run_1/met3.png
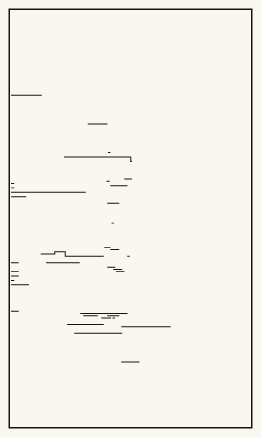
run_1/final_clocks.png
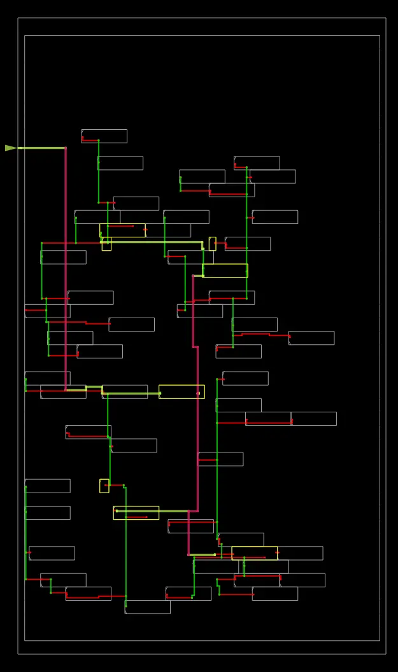
run_1/met2.png
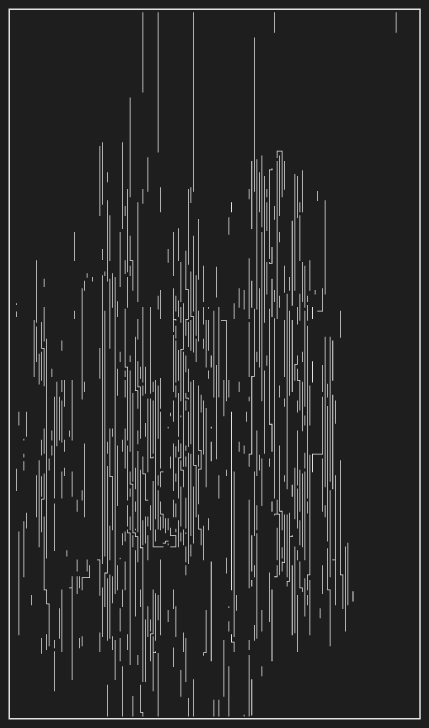
$ cat config.mk
export PLATFORM = sky130hd
export DESIGN_NAME = clk_cfg_sequencer
export DESIGN_NICKNAME = d
export VERILOG_FILES = /design/src/rtl/clk_cfg_pkg.sv /design/src/rtl/settle_timer.sv /design/src/rtl/clk_cfg_sequencer.sv
export SDC_FILE = /design/constraint.sdc
export NUM_CORES = 1
export LEC_CHECK = 0
export CORE_ASPECT_RATIO = 1.75
export CORE_UTILIZATION = 30
export CTS_CLUSTER_SIZE = 40
export DETAILED_ROUTE_END_ITERATION = 16
export HOLD_SLACK_MARGIN = 0.08
export PLACE_DENSITY = 0.6
export SETUP_SLACK_MARGIN = 0.3
export SYNTH_ARGS = -nofsm -noshare
export SYNTH_HDL_FRONTEND = slang
export SYNTH_SLANG_ARGS = --single-unit
$ cat constraint.sdc
create_clock -name clk_in -period 4.4 [get_ports clk_in]
set_clock_uncertainty 0.15 [all_clocks]
set_input_delay 0.88 -clock clk_in [delete_from_list [all_inputs] [get_ports clk_in]]
set_output_delay 0.88 -clock clk_in [all_outputs]
set_load 0.01 [all_outputs]
$ cat src/rtl/clk_cfg_pkg.sv
// Shared types, CLK-register bit positions, CLKSEL encodings and the select legality helper
// for the clock configuration sequencer.
package clk_cfg_pkg;

  localparam logic [2:0] S_IDLE     = 3'd0;
  localparam logic [2:0] S_OSC_WAIT = 3'd1;
  localparam logic [2:0] S_PLL_WAIT = 3'd2;
  localparam logic [2:0] S_APPLY    = 3'd3;
  localparam logic [2:0] S_RES_HOLD = 3'd4;

  typedef enum logic [2:0] {
    ST_IDLE     = S_IDLE,
    ST_OSC_WAIT = S_OSC_WAIT,
    ST_PLL_WAIT = S_PLL_WAIT,
    ST_APPLY    = S_APPLY,
    ST_RES_HOLD = S_RES_HOLD
  } seq_state_t;

  localparam int RESET_B     = 7;
  localparam int PLLENA_B    = 6;
  localparam int OSCENA_B    = 5;
  localparam int OSCM_B_HI   = 4;
  localparam int OSCM_B_LO   = 3;
  localparam int CLKSEL_B_HI = 2;
  localparam int CLKSEL_B_LO = 0;

  localparam logic [2:0] SEL_RCFAST = 3'd0;
  localparam logic [2:0] SEL_RCSLOW = 3'd1;
  localparam logic [2:0] SEL_XINPUT = 3'd2;
  localparam logic [2:0] SEL_PLLX1  = 3'd3;
  localparam logic [2:0] SEL_PLLX2  = 3'd4;
  localparam logic [2:0] SEL_PLLX4  = 3'd5;
  localparam logic [2:0] SEL_PLLX8  = 3'd6;
  localparam logic [2:0] SEL_PLLX16 = 3'd7;

  // A select whose source is not enabled in the same word falls back to RCFAST.
  function automatic logic [2:0] legal_sel(input logic [6:0] c);
    logic [2:0] sel;
    sel = c[CLKSEL_B_HI:CLKSEL_B_LO];
    if (sel >= SEL_PLLX1) begin
      legal_sel = (c[OSCENA_B] & c[PLLENA_B]) ? sel : SEL_RCFAST;
    end else if (sel == SEL_XINPUT) begin
      legal_sel = c[OSCENA_B] ? sel : SEL_RCFAST;
    end else begin
      legal_sel = sel;
    end
  endfunction

endpackage

$ cat src/rtl/settle_timer.sv
// Loadable down-counter shared by the oscillator/PLL settle waits and the reset hold.
// Saturates at zero; done is high while the count is zero.
module settle_timer #(
  parameter int CNT_W = 20
) (
  input  logic             clk,
  input  logic             rst,
  input  logic             load,
  input  logic [CNT_W-1:0] load_val,
  output logic [CNT_W-1:0] value,
  output logic             done
);

  logic [CNT_W-1:0] value_r;

  // Load has priority; otherwise count down and stick at zero.
  always_ff @(posedge clk or posedge rst) begin
    if (rst) begin
      value_r <= '0;
    end else if (load) begin
      value_r <= load_val;
    end else if (value_r != '0) begin
      value_r <= value_r - CNT_W'(1);
    end else begin
      value_r <= value_r;
    end
  end

  assign value = value_r;
  assign done  = (value_r == '0);

endmodule

$ cat src/rtl/clk_cfg_sequencer.sv
// Sequences CLK-register writes into a glitch-safe clock-mux configuration and a chip reset request.
// Build option CLKSEQ_FAST_SIM_EN shortens both settle waits to 16 cycles.
module clk_cfg_sequencer
  import clk_cfg_pkg::*;
#(
  parameter int OSC_SETTLE = 1_000_000,
  parameter int PLL_SETTLE = 10_000,
  parameter int RES_HOLD   = 16,
  parameter int CNT_W      = 20
) (
  input  logic       clk_in,
  input  logic       res,
  input  logic       wr,
  input  logic [7:0] wdata,
  output logic [6:0] cfg,
  output logic       chip_res,
  output logic       busy,
  output logic [7:0] clk_reg
);

`ifdef CLKSEQ_FAST_SIM_EN
  localparam int OSC_EFF = 16;
  localparam int PLL_EFF = 16;
`else
  localparam int OSC_EFF = OSC_SETTLE;
  localparam int PLL_EFF = PLL_SETTLE;
`endif

  localparam logic [CNT_W-1:0] OSC_LOAD  = CNT_W'((OSC_EFF > 0) ? OSC_EFF - 1 : 0);
  localparam logic [CNT_W-1:0] PLL_LOAD  = CNT_W'((PLL_EFF > 0) ? PLL_EFF - 1 : 0);
  localparam logic [CNT_W-1:0] HOLD_LOAD = CNT_W'((RES_HOLD > 0) ? RES_HOLD - 1 : 0);

  seq_state_t       state_r, state_nxt_s;
  logic [6:0]       cfg_r, cfg_nxt_s, tgt_r, tgt_nxt_s, n_cfg_s;
  logic             pll_after_r, pll_after_nxt_s, chip_res_r, chip_res_nxt_s, busy_r;
  logic [7:0]       clk_reg_r, pend_data_r, cmd_s;
  logic             pend_valid_r, pend_valid_nxt_s, cmd_valid_s, accept_s;
  logic             osc_rise_s, pll_rise_s, fall_s, tmr_load_s, tmr_done_s;
  logic [CNT_W-1:0] tmr_val_s, tmr_value_s;

  assign accept_s    = wr & (state_r != ST_RES_HOLD);
  assign cmd_valid_s = pend_valid_r | wr;
  assign cmd_s       = pend_valid_r ? pend_data_r : wdata;
  assign n_cfg_s     = {cmd_s[PLLENA_B:OSCM_B_LO], legal_sel(cmd_s[6:0])};
  assign osc_rise_s  = n_cfg_s[OSCENA_B] & ~cfg_r[OSCENA_B];
  assign pll_rise_s  = n_cfg_s[PLLENA_B] & ~cfg_r[PLLENA_B];
  assign fall_s      = (~n_cfg_s[OSCENA_B] & cfg_r[OSCENA_B]) | (~n_cfg_s[PLLENA_B] & cfg_r[PLLENA_B]);
  // In IDLE a pending word is consumed, so only a same-cycle write stays pending.
  assign pend_valid_nxt_s = (state_r == ST_RES_HOLD) ? pend_valid_r :
                            (state_r == ST_IDLE)     ? (pend_valid_r & wr) : (pend_valid_r | wr);

  settle_timer #(.CNT_W(CNT_W)) u_timer (
    .clk      (clk_in),
    .rst      (res),
    .load     (tmr_load_s),
    .load_val (tmr_val_s),
    .value    (tmr_value_s),
    .done     (tmr_done_s)
  );

  // Next-state and next-output decode for the sequencer.
  always_comb begin
    state_nxt_s     = state_r;
    cfg_nxt_s       = cfg_r;
    tgt_nxt_s       = tgt_r;
    pll_after_nxt_s = pll_after_r;
    chip_res_nxt_s  = chip_res_r;
    tmr_load_s      = 1'b0;
    tmr_val_s       = '0;
    case (state_r)
      ST_IDLE: begin
        if (!cmd_valid_s) begin
          cfg_nxt_s = cfg_r;
        end else if (cmd_s[RESET_B]) begin
          state_nxt_s    = ST_RES_HOLD;
          chip_res_nxt_s = 1'b1;
          tmr_load_s     = 1'b1;
          tmr_val_s      = HOLD_LOAD;
        end else if (osc_rise_s | pll_rise_s) begin
          // Enables only ever turn on here; the old select keeps its source until APPLY.
          cfg_nxt_s       = {n_cfg_s[6:5] | cfg_r[6:5], n_cfg_s[4:3], cfg_r[2:0]};
          tgt_nxt_s       = n_cfg_s;
          pll_after_nxt_s = osc_rise_s & pll_rise_s;
          tmr_load_s      = 1'b1;
          if (osc_rise_s) begin
            state_nxt_s = ST_OSC_WAIT;
            tmr_val_s   = OSC_LOAD;
          end else begin
            state_nxt_s = ST_PLL_WAIT;
            tmr_val_s   = PLL_LOAD;
          end
        end else if (fall_s) begin
          cfg_nxt_s   = {cfg_r[6:3], n_cfg_s[2:0]};
          tgt_nxt_s   = n_cfg_s;
          state_nxt_s = ST_APPLY;
        end else begin
          cfg_nxt_s = n_cfg_s;
        end
      end
      ST_OSC_WAIT: begin
        if (!tmr_done_s) begin
          state_nxt_s = ST_OSC_WAIT;
        end else if (pll_after_r) begin
          state_nxt_s = ST_PLL_WAIT;
          tmr_load_s  = 1'b1;
          tmr_val_s   = PLL_LOAD;
        end else begin
          state_nxt_s = ST_APPLY;
        end
      end
      ST_PLL_WAIT: begin
        if (tmr_done_s) begin
          state_nxt_s = ST_APPLY;
        end else begin
          state_nxt_s = ST_PLL_WAIT;
        end
      end
      ST_APPLY: begin
        cfg_nxt_s   = tgt_r;
        state_nxt_s = ST_IDLE;
      end
      ST_RES_HOLD: begin
        if (tmr_value_s == '0) begin
          cfg_nxt_s      = 7'h00;
          chip_res_nxt_s = 1'b0;
          state_nxt_s    = ST_IDLE;
        end else begin
          state_nxt_s = ST_RES_HOLD;
        end
      end
      default: begin
        state_nxt_s    = ST_IDLE;
        cfg_nxt_s      = 7'h00;
        chip_res_nxt_s = 1'b0;
      end
    endcase
  end

  // State, outputs and pending-write buffer registers.
  always_ff @(posedge clk_in or posedge res) begin
    if (res) begin
      state_r      <= ST_IDLE;
      cfg_r        <= 7'h00;
      tgt_r        <= 7'h00;
      pll_after_r  <= 1'b0;
      chip_res_r   <= 1'b0;
      busy_r       <= 1'b0;
      clk_reg_r    <= 8'h00;
      pend_valid_r <= 1'b0;
      pend_data_r  <= 8'h00;
    end else begin
      state_r      <= state_nxt_s;
      cfg_r        <= cfg_nxt_s;
      tgt_r        <= tgt_nxt_s;
      pll_after_r  <= pll_after_nxt_s;
      chip_res_r   <= chip_res_nxt_s;
      busy_r       <= (state_nxt_s != ST_IDLE);
      clk_reg_r    <= accept_s ? {1'b0, wdata[6:0]} : clk_reg_r;
      pend_valid_r <= pend_valid_nxt_s;
      pend_data_r  <= accept_s ? wdata : pend_data_r;
    end
  end

  assign cfg      = cfg_r;
  assign chip_res = chip_res_r;
  assign busy     = busy_r;
  assign clk_reg  = clk_reg_r;

endmodule

==> Slide: Implementation Results, run 1 <==
Flow Results at a Glance

Clocking
  – Sink Count: 49
  – H-tree levels: 2
  – Worst skew pair latency: 0.29 ns
  – Longest Clk Path Bufs: 2
  – CTS clk-pin slew, worst paths: 0.06 ns
  – Post-CTS Setup Repair Bufs: 0

Logic synthesis
  – Yosys cell types: 51
  – Seq/Total Area, Yosys: 0.446

Layout
  – Final #Nets: 329

Final timing
  – Final Setup Violations: 0
  – Final count of hold timing violations: 0
  – RSZ-0062 raised after global routing: false
  – Crit share post-route: 0.682

Power
  – Sw Pwr: 0.000876 W
  – Reg power frac: 0.373
  – Heaviest power group: combinational cells
  – Peak VDD IR: 0.000297 V

Route
  – Met2 WL: 3.64 mm
  – DRC viols: 0
  – DR vias: 2,236
  – DRT iter0 DRCs: 114

Setup path
  – Worst path required time: 4.42 ns
  – Crit-path most repeated cell: or3_1
  – Reg2Reg Setup Slack: 1.43 ns
  – Crit path arrival time: 3.01 ns
  – Worst R2R Start: u_timer.value[6]
  – Endpoint type of the worst setup path: register

Die
  – Die ar.: 9570 sq um
  – Die Ht: 129 um
  – Row count: 45
  – Io pins: 28

Min path
  – Hold endpoint: tgt_r[6]

Global route
  – GRT Resource Usage Total: 0.154
  – Overflow after GRT: 0

Outcome
  – Result of the run: completed

Place
  – Hpwl dp: 4.81 mm
Notes on met3.png above:
wire length on this layer = 205 um
share of all routed wire = 3.1%
nets with wire on the layer = 25
longest straight run = 22.8 um

Notes on final_clocks.png above:
Num CTS Buffers: 5
Flops: 49
clk pwr: 0.000373 W

Notes on met2.png above:
nets with wire on the layer = 282
wire length on this layer = 3,640 um
longest straight run = 57.5 um
share of all routed wire = 55%

[run 1: cell type report]
| class | count | area (sq um) | area share |
|---|---|---|---|
| timing repair buffer | 31 | 298 | 0.0923 |
| multi-input combinational | 224 | 1400 | 0.434 |
| clock buffer | 6 | 129 | 0.0399 |
| inverter | 5 | 18.8 | 0.00582 |
| clock inverter | 2 | 10.0 | 0.00310 |
| sequential | 49 | 1230 | 0.380 |
| tap | 117 | 146 | 0.0454 |
[run 1: registers in the layout, summed over array words and instances (netlist names)]
signal	cells
pll_after_r	1
state_r	3
busy	1
pend_data_r	8
pend_valid_r	1
u_timer.value	20
chip_res	1
tgt_r	7
cfg	7
[run 1: routing by layer]
layer  track usage  vias up
li1              -     1085
met1         0.165     1090
met2         0.272       44
met3        0.0313       17
met4        0.0832        0
met5             0        -
[run 1: worst max path at each step]
stage,start,to,depth (start not counted)
finish,wdata[6],busy,8
global route,wdata[6],u_timer.value[8],8
CTS,wdata[6],busy,8
detailed placement,wdata[6],u_timer.value[8],8
global placement,wdata[6],busy,8
floorplan,wdata[6],u_timer.value[8],7
[run 1: stage by stage]
step	util	hold slack (ns)	std cells	area (sq um)	setup WS, ns
after floorplan	-	0.300	298	2750	1.62
after global placement	0.352	0.315	426	3090	1.18
after detailed placement	0.352	0.319	426	3090	1.14
after CTS	0.367	0.334	434	3230	1.42
after global routing	0.367	0.362	434	3230	1.15
final	0.367	0.334	434	3230	1.40
[run 1: cell usage in the layout (no fill, tap or decap), types with 6 or more instances in the layout]
master           synthesis  routed
o21ai_0                 30      30
a21oi_1                 18      18
mux2i_1                  6       6
nand2_1                 33      33
dfrtp_1                 49      49
or3_1                    9       9
nor3_1                   6       6
nor2_1                  30      30
xnor2_1                 15      15
mux2_2                  14      14
clkdlybuf4s50_1          0      26
run_1/met1.png
Supply wires on this layer in grey.
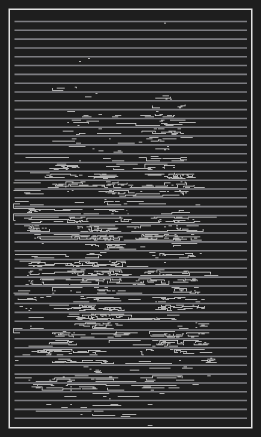

==> run 1 -> run 2 <==
--- a/config.mk
+++ b/config.mk
@@ -10,7 +10,7 @@
 export CTS_CLUSTER_SIZE = 40
 export DETAILED_ROUTE_END_ITERATION = 16
 export HOLD_SLACK_MARGIN = 0.08
-export PLACE_DENSITY = 0.6
+export PLACE_DENSITY = 0.61
 export SETUP_SLACK_MARGIN = 0.3
 export SYNTH_ARGS = -nofsm -noshare
 export SYNTH_HDL_FRONTEND = slang
==> constraint.sdc (replaced) <==
create_clock -name clk_in -period 2.5 [get_ports clk_in]
set_clock_uncertainty 0.15 [all_clocks]
set_input_delay 0.5 -clock clk_in [delete_from_list [all_inputs] [get_ports clk_in]]
set_output_delay 0.5 -clock clk_in [all_outputs]
set_load 0.01 [all_outputs]
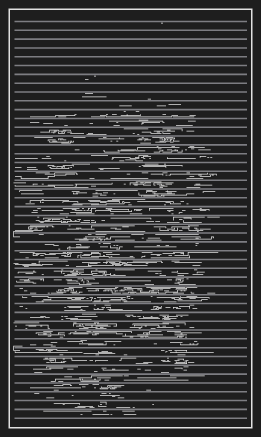
run_2/met1.png
Supply wires on this layer in grey.
nets with wire on the layer = 331
longest straight run = 20.7 um
wire length on this layer = 2,690 um
main direction = horizontal
final wirelength: 7.31 mm
DR vias: 2,390
GRT met1 Usage: 0.169

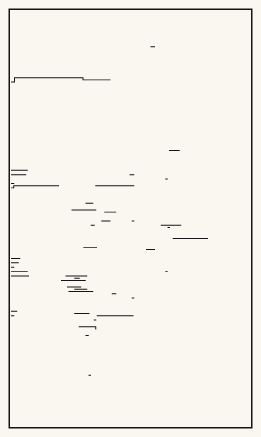
run_2/met3.png
share of all routed wire = 2.6%
main direction = horizontal
wire length on this layer = 186 um
longest straight run = 21.2 um
M3 GR Usage: 0.0251

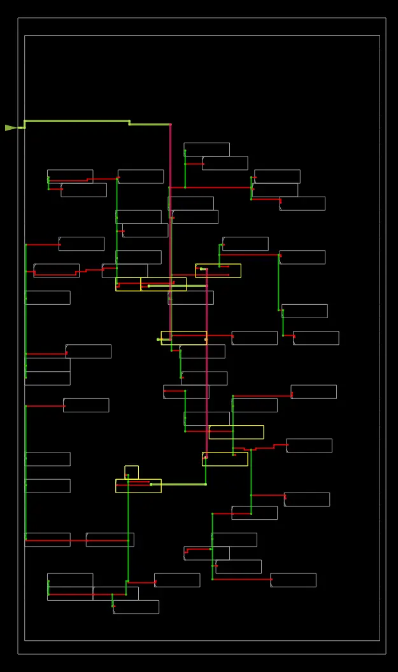
run_2/final_clocks.png
clk pwr: 0.000794 W
clock buf count: 6
Sink Count: 49

==> Slide: Implementation Results, run 2 <==
Flow Results at a Glance

Setup path
  – Worst path required time: 2.54 ns (-1.88 ns)
  – Endpoint type of the worst setup path: register
  – Crit path arrival time: 2.58 ns (-0.43 ns)
  – Reg2Reg Setup Slack: -0.04 ns (-1.47 ns)
  – Slowest-stage cell, CP: or4_4
  – Crit-path most repeated cell: or4_4
  – CP Cell Sequence: or4_4 -> buf_4 -> buf_6 -> or4_4 -> nor2_4 -> and3_4 -> xnor2_1 -> o31ai_1
  – Worst R2R Start: u_timer.value[8]
  – CP Depth: 8 (unchanged)
  – Buf+Inv Stages, Crit Path: 2
  – CP Class: register to register
  – Reg2Reg Capture Point: u_timer.value[19]

Outcome
  – Failing checks: negative setup slack
  – Result of the run: finished, violations left

Final timing
  – Max-slew headroom: 0.669
  – RSZ-0062 raised after global routing: true
  – Max Fclk: 0.393 GHz
  – Final Setup Violations: 4 (+4)
  – Crit share post-route: 1.02
  – Final count of hold timing violations: 0 (unchanged)
  – Setup ws final: -0.0417 ns (-1.44 ns)
  – Max Transition Viols Final: 0
  – Crit path time final: 2.54 ns

Clocking
  – CTS clk-pin slew, worst paths: 0.07 ns (about the same)
  – Longest Clk Path Bufs: 2 (unchanged)
  – Num CTS Buffers: 5 (unchanged)
  – H-tree levels: 2 (unchanged)
  – Worst skew pair latency: 0.29 ns (about the same)
  – Post-CTS Setup Repair Bufs: 2 (+2)

Min path
  – Hold Startpoint: tgt_r[2]
  – Hold endpoint: tgt_r[2]
  – HP Class: register to register

Layout
  – Register area: 1230 sq um (+0.10%)
  – Final #Nets: 365 (+11%)
  – Most frequent cells in the layout: dfrtp_1 (48), buf_4 (28), nor2_1 (27)
  – Max FFs per register: 20 (unchanged)
  – Layout cells sized above 1: 0.314
  – Non-filler cells, final: 470 (+8.3%)
  – Top cell excl fill/tap: dfrtp_1
  – # diodes: 0
  – Area of the multi-input gates: 1630 sq um (+17%)

Route
  – Met2 WL: 4.13 mm (+14%)
  – DRT iter0 DRCs: 131 (+15%)
  – Drt pass-1 iters: 4
  – Mean routed wirelength per cell: 15.5 um
  – DRC viols: 0 (unchanged)
  – DR WL met3: 186 um
  – Wire length on met1: 2.69 mm

Run
  – Log Warnings: 30

Logic synthesis
  – Yosys top cell by instances: dfrtp_1
  – Synth Flop Type: dfrtp_1
  – Yosys stat area: 2750 sq um
  – Mapped cell area: 2750 sq um
  – Synth Instances: 298
  – Seq/Total Area, Yosys: 0.446 (unchanged)
  – Syn_area_per_cell: 9.23 sq um
  – Yosys cell types: 51 (unchanged)

Power
  – Leakage: 1.58 nW
  – Peak VDD IR: 0.000663 V (+120%)

Global route
  – Number of global-route vias before repair: 2,573
  – GRT Resource Usage Total: 0.164 (+0.0103)
  – Overflow after GRT: 0 (unchanged)
  – Largest net degree at the start of global routing: 50
  – Initial antenna violation count: 0
  – Top Usage Layer GRT: met2
  – Met2 usage: 0.304 (+0.0318)

Die
  – Row count: 45 (unchanged)
  – Die Ht: 129 um (unchanged)
  – Die ar.: 9570 sq um (unchanged)
  – Io pins: 28 (unchanged)

Place
  – Placed insts: 450 (+5.6%)
  – Place WS: -0.152 ns (-1.29 ns)
  – Hpwl dp: 5.13 mm (+6.6%)
==> run 2: worst max-delay path by stage <==
stage	start	to	slack (ns)
3_3_place_gp	wdata[6]	busy	-0.12
5_1_grt	u_timer.value[8]	busy	-0.14
2_1_floorplan	u_timer.value[7]	busy	-0.01
4_1_cts	u_timer.value[8]	busy	-0.07
3_5_place_dp	wdata[6]	busy	-0.15
6_report	u_timer.value[8]	u_timer.value[19]	-0.04
==> run 2: layout make-up <==
class | count | area share
timing repair buffer | 67 | 0.170
clock buffer | 6 | 0.0360
tap | 117 | 0.0379
clock inverter | 2 | 0.00973
sequential | 49 | 0.318
multi-input combinational | 224 | 0.423
inverter | 5 | 0.00487
==> run 2: cells by family (layout without fill, tap and decap cells) <==
group / after synthesis / count (layout) / share of synthesized area
and+or+nand+nor: 109 / 109 / 0.202
AOI/OAI and AO/OA: 74 / 74 / 0.160
DFF: 49 / 49 / 0.446
buffers and inverters: 25 / 80 / 0.0455
muxes: 20 / 20 / 0.0792
xor gates and xnor gates: 18 / 18 / 0.0573
adders and majority gates: 2 / 2 / 0.00910
other: 1 / 1 / 0.00136
==> run 2: power by group <==
group / internal (W) / switching [W] / total, W
combinational: 0.00120 / 0.00116 / 0.00236
clock: 0.000499 / 0.000294 / 0.000794
sequential: 0.00110 / 0.000342 / 0.00145
total: 0.00281 / 0.00180 / 0.00460
==> run 2: stage by stage <==
stage          instance area, sq um   util  hold slack [ns]
4_1_cts                        3570  0.406            0.336
5_1_grt                        3860  0.439            0.364
2_1_floorplan                  2790      -            0.300
6_report                       3860  0.439            0.331
3_5_place_dp                   3320  0.378            0.320
3_3_place_gp                   3320  0.378            0.314
run_2/met4.png
The bar under the picture is 20 um long. Supply wires on this layer in grey. Cells faint in the background.
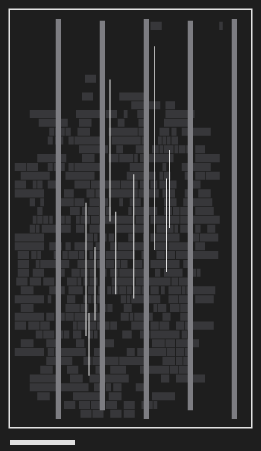

==> run 2 -> run 3 <==
--- a/config.mk
+++ b/config.mk
@@ -5,12 +5,14 @@
 export SDC_FILE = /design/constraint.sdc
 export NUM_CORES = 1
 export LEC_CHECK = 0
+export ABC_AREA = 1
 export CORE_ASPECT_RATIO = 1.75
 export CORE_UTILIZATION = 30
 export CTS_CLUSTER_SIZE = 40
 export DETAILED_ROUTE_END_ITERATION = 16
 export HOLD_SLACK_MARGIN = 0.08
 export PLACE_DENSITY = 0.61
+export REMOVE_ABC_BUFFERS = 1
 export SETUP_SLACK_MARGIN = 0.3
 export SYNTH_ARGS = -nofsm -noshare
 export SYNTH_HDL_FRONTEND = slang
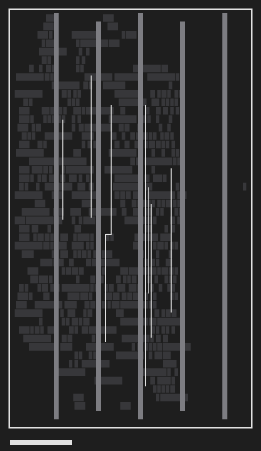
run_3/met4.png
The bar under the picture is 20 um long. Supply wires on this layer in grey. Cells faint in the background.
nets with wire on the layer = 7
longest straight run = 90.4 um
wire length on this layer = 369 um
share of all routed wire = 4.9%
main direction = vertical

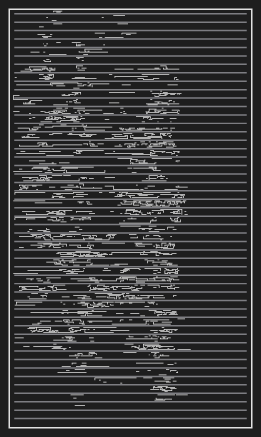
run_3/met1.png
Supply wires on this layer in grey.
nets with wire on the layer = 424
main direction = horizontal
longest straight run = 18.4 um
share of all routed wire = 35%

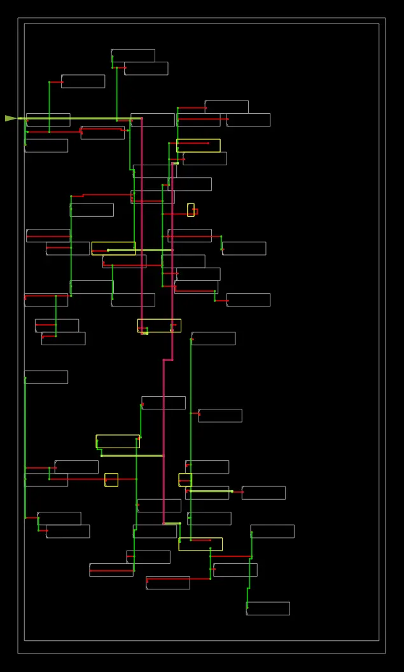
run_3/final_clocks.png
worst skew pair latency: 0.30 ns
clk pwr: 0.000682 W

==> Slide: Implementation Results, run 3 <==
Flow Results at a Glance

Outcome
  – Result of the run: completed

Logic synthesis
  – Yosys stat area: 3010 sq um (+9.4%)
  – Mapped cell area: 3010 sq um (+9.4%)
  – Yosys xor share: 0.0116 (-0.0457)
  – Syn_area_per_cell: 7.30 sq um (-21%)
  – Synth Flop Type: dfrtp_1
  – Adder Area Share: 0.00832 (-0.000783)
  – AND-OR/OR-AND Cells, Area Fraction: 0.111 (-0.0491)
  – Yosys top cell by instances: nand2_1
  – Yosys simple share: 0.354 (+0.152)
  – Main logic family: simple AND/OR/NAND/NOR gates
  – Mux share: 0.00374 (-0.0754)
  – Yosys cell types: 35 (-31%)

Route
  – Drt pass-1 iters: 4 (unchanged)
  – DRT iter0 DRCs: 127 (-3.1%)
  – Met2 WL: 4.37 mm (+5.7%)
  – Mean routed wirelength per cell: 13.3 um (-14%)
  – DR WL met3: 172 um (-7.5%)
  – DRC viols: 0 (unchanged)

Setup path
  – CP Cell Sequence: inv_1 -> ha_1 -> nand2_1 -> nor2_1 -> nand2_1 -> nor2_2 -> nand4_1 -> nand2_1 -> inv_2 -> nand3_1 -> nand2_1
  – Slowest-stage cell, CP: dfrtp_1
  – Worst R2R Start: u_timer.value[0]
  – CP Depth: 11 (+3)
  – Reg2Reg Capture Point: u_timer.value[19]
  – Crit path arrival time: 2.08 ns (-0.50 ns)
  – Worst setup path start: u_timer.value[0]
  – Endpoint type of the worst setup path: register
  – Critical Path End: u_timer.value[19]
  – Reg2Reg Setup Slack: 0.45 ns (+0.49 ns)
  – Worst path required time: 2.53 ns (about the same)

Layout
  – Most frequent cells in the layout: nand2_1 (107), nor2_1 (50), dfrtp_1 (49)
  – Final #Nets: 452 (+24%)
  – Core Util, Final: 0.361 (-0.0781)
  – Top cell excl fill/tap: nand2_1
  – Max FFs per register: 20 (unchanged)
  – Layout cells sized above 1: 0.123 (-0.192)

Final timing
  – Worst Hold Slack: 0.330 ns (-0.000807 ns)
  – Max Transition Viols Final: 0 (unchanged)
  – Max Fclk: 0.488 GHz (+24%)
  – Final Setup Violations: 0 (-4)
  – Crit path time final: 2.05 ns (-0.493 ns)

Clocking
  – Num CTS Buffers: 5 (unchanged)
  – Sink Count: 49 (unchanged)
  – Post-CTS Setup Repair Bufs: 0 (-2)
  – H-tree levels: 2 (unchanged)
  – Longest Clk Path Bufs: 2 (unchanged)

Die
  – Row count: 48 (+6.7%)
  – Io pins: 28 (unchanged)
  – Die Ht: 134 um (+4.5%)

Power
  – Leakage: 1.72 nW (+9.0%)
  – Sw Pwr: 0.00191 W (+6.2%)
  – Combinational Power Share: 0.505 (-0.008)

Min path
  – Hold endpoint: chip_res
  – HP Class: register to register
  – Hold Startpoint: chip_res

Run
  – Log Warnings: 27 (-10%)

Global route
  – GRT Resource Usage Total: 0.153 (-0.0108)
  – M3 GR Usage: 0.0149 (-0.0102)
  – Largest net degree at the start of global routing: 26 (-48%)
  – Top Usage Layer GRT: met2
  – GRT met1 Usage: 0.135 (-0.0342)
  – Number of global-route vias before repair: 2,665 (+3.6%)
  – Initial antenna violation count: 0 (unchanged)

Place
  – Hpwl dp: 6.03 mm (+17%)
run 3: netlist changes by cell type in the layout (fill, tap and decap cells not counted), moves of 7 or more:
| cell | previous run | this run |
|---|---|---|
| mux2_2 | 13 | 1 |
| xnor2_1 | 15 | 1 |
| nand3_1 | 3 | 30 |
| a21oi_1 | 11 | 18 |
| nor2_1 | 27 | 50 |
| or3_1 | 7 | 0 |
| inv_1 | 4 | 43 |
| nor2_2 | 0 | 8 |
| buf_4 | 28 | 8 |
| nand2_1 | 26 | 107 |
| buf_6 | 9 | 0 |
run 3: layout make-up:
| type | instances | area (sq um) |
|---|---|---|
| repair buffers | 35 | 340 |
| multi-input cells | 298 | 1480 |
| inverters | 50 | 191 |
| clock inverters | 2 | 15.0 |
| clock buffers | 6 | 129 |
| fillers | 1009 | 6250 |
| well taps | 125 | 156 |
| flip-flops and latches | 49 | 1230 |
run 3: per-stage QoR:
stage	total power, W	setup WS [ns]	instance area (sq um)	std cells
after CTS	0.00423	0.380	3520	564
after global placement	0.00349	0.242	3380	556
after detailed placement	0.00353	0.267	3380	556
after floorplan	0.00282	0.569	2890	397
after global routing	0.00454	0.274	3530	565
final	0.00420	0.451	3530	565
run 3: power by group through the flow:
stage / Combinational, W / Sequential [W] / Clock [W]
CTS: 0.00213 / 0.00140 / 0.000704
detailed placement: 0.00212 / 0.00141 / 0
global route: 0.00239 / 0.00143 / 0.000720
finish: 0.00212 / 0.00140 / 0.000682
floorplan: 0.00143 / 0.00140 / 0
global placement: 0.00209 / 0.00140 / 0
run 3: cell families after synthesis:
family | after synthesis
AOI/OAI and AO/OA | 60
xor gates and xnor gates | 4
adders and majority gates | 2
buffers and inverters | 65
DFF | 49
muxes | 1
other | 1
and+or+nand+nor | 230
No activity file was given, so power comes from the tool's default toggle rates.
